Power grid:
The bar under the picture is 20 um long. Pins as bars on the die edge. Tap cells in grey.
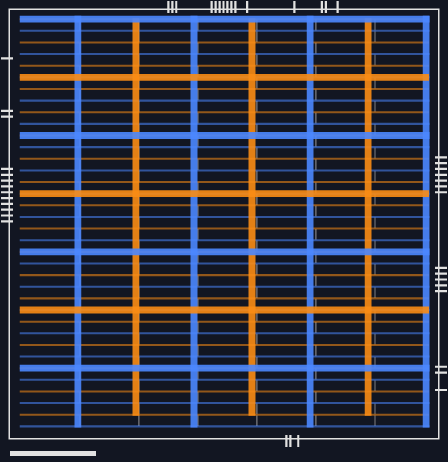
Cells coloured by class:
The bar under the picture is 20 um long.
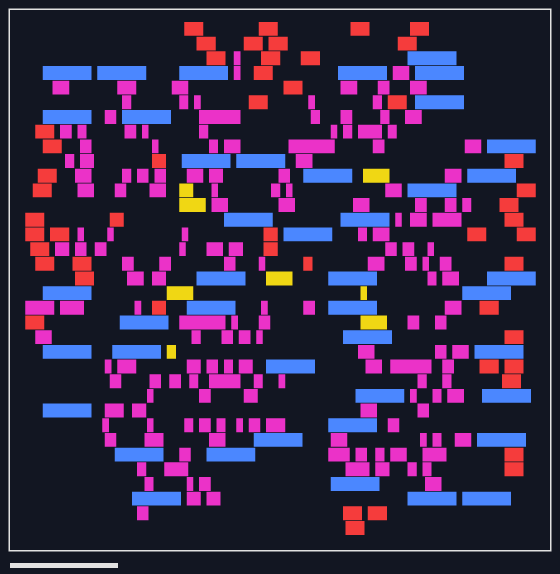
Clock distribution:
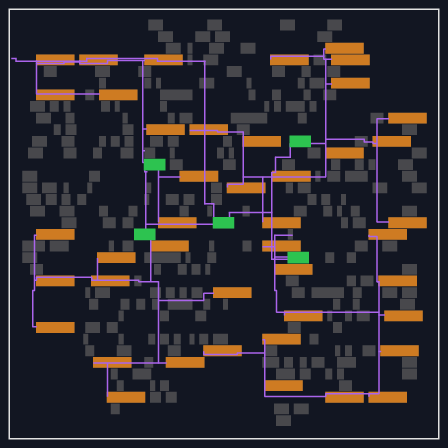
Design pipeline_stall_controller_flat, sky130hd; sources not shown.
==> flow_metrics.py <==
# Auto-generated metrics
metrics = {
    "outcome": {
        "status": "finished, final reports clean",
    },
    "global_routing": {
        "grt_max_degree": 44,
        "grt_util_met1_pct": 17.4,
        "gr-usage-met3_pct": 2.86,
        "use_met2_pct": 20.1,
    },
    "place": {
        "place_ws_ps": 227,
        "io_buffers": 45,
        "gp_congestion": 0.706,
    },
    "final_timing": {
        "finalHoldViolCount": 0,
        "rsz0062_at_grt": "false",
    },
    "worst_setup_path": {
        "crit_path_top_delay_cell": "clkdlybuf4s50_1",
        "worst_ep_arrival_time_ps": 2240,
        "path_max_fanout": 4,
        "cp_top_family": "buffers and inverters",
        "crit_cells": 6,
        "worstSetupStartpointType": "input port",
        "crit_type": "in2out",
    },
    "floorplan": {
        "tapCellCount": 111,
        "ios": 46,
    },
    "pwr": {
        "p_int_uw": 1140,
        "powerDensity_nw_per_um2": 619,
        "total_power_uw": 1850,
        "maxPowerGroup": "sequential cells",
    },
    "finish": {
        "syn2layout_area_growth_pct": 29.7,
        "clkCellAreaFrac_pct": 2.84,
        "regArea_um2": 1080,
        "clockBufferCount": 6,
        "fill_cells": 1043,
    },
    "yosys": {
        "synthMuxAreaShare_pct": 2.87,
        "xor_area_share_pct": 10.2,
        "logic_family": "simple AND/OR/NAND/NOR gates",
        "ys_seq_share_pct": 46.6,
    },
    "detailed_routing": {
        "drc_errors": 0,
    },
    "cts": {
        "cts_tree": "built",
        "post_cts_resized": 0,
        "clockBufferDepth": 2,
        "htree_levels": 2,
    },
    "run": {
        "warning_count": 26,
    },
}
-- 'power grid' (at the start) --
legend:
  orange:
    net: VDD
  blue:
    net: VSS
met4 straps: 7
tap cells: 111
met5 straps: 7
VDD IR max: 0.325 mV
Die X: 100 um
core area: 9110 um^2

-- 'cells coloured by class' (at the start) --
legend:
  blue:
    class: sequential cells
    cells: 43
  magenta:
    class: combinational and other logic
    cells: 171
  yellow:
    class: clock drivers and dummy loads
    cells: 8
  red:
    class: remaining buffers and delay cells
    cells: 50
Seq/total area: 36.0%
Design Area, Final: 2990 um^2
Row Count: 35
final core occ: 32.8%

-- 'clock distribution' (at the start) --
legend:
  orange:
    item: flip-flops
    count: 43
  purple:
    item: clock wires
    length: 707 um
  green:
    item: clock drivers
    count: 5
routed clock nets: 6
Clock group: 391 uW
Worst Skew: 14.3 ps

Power and IR drop assume default switching activity.
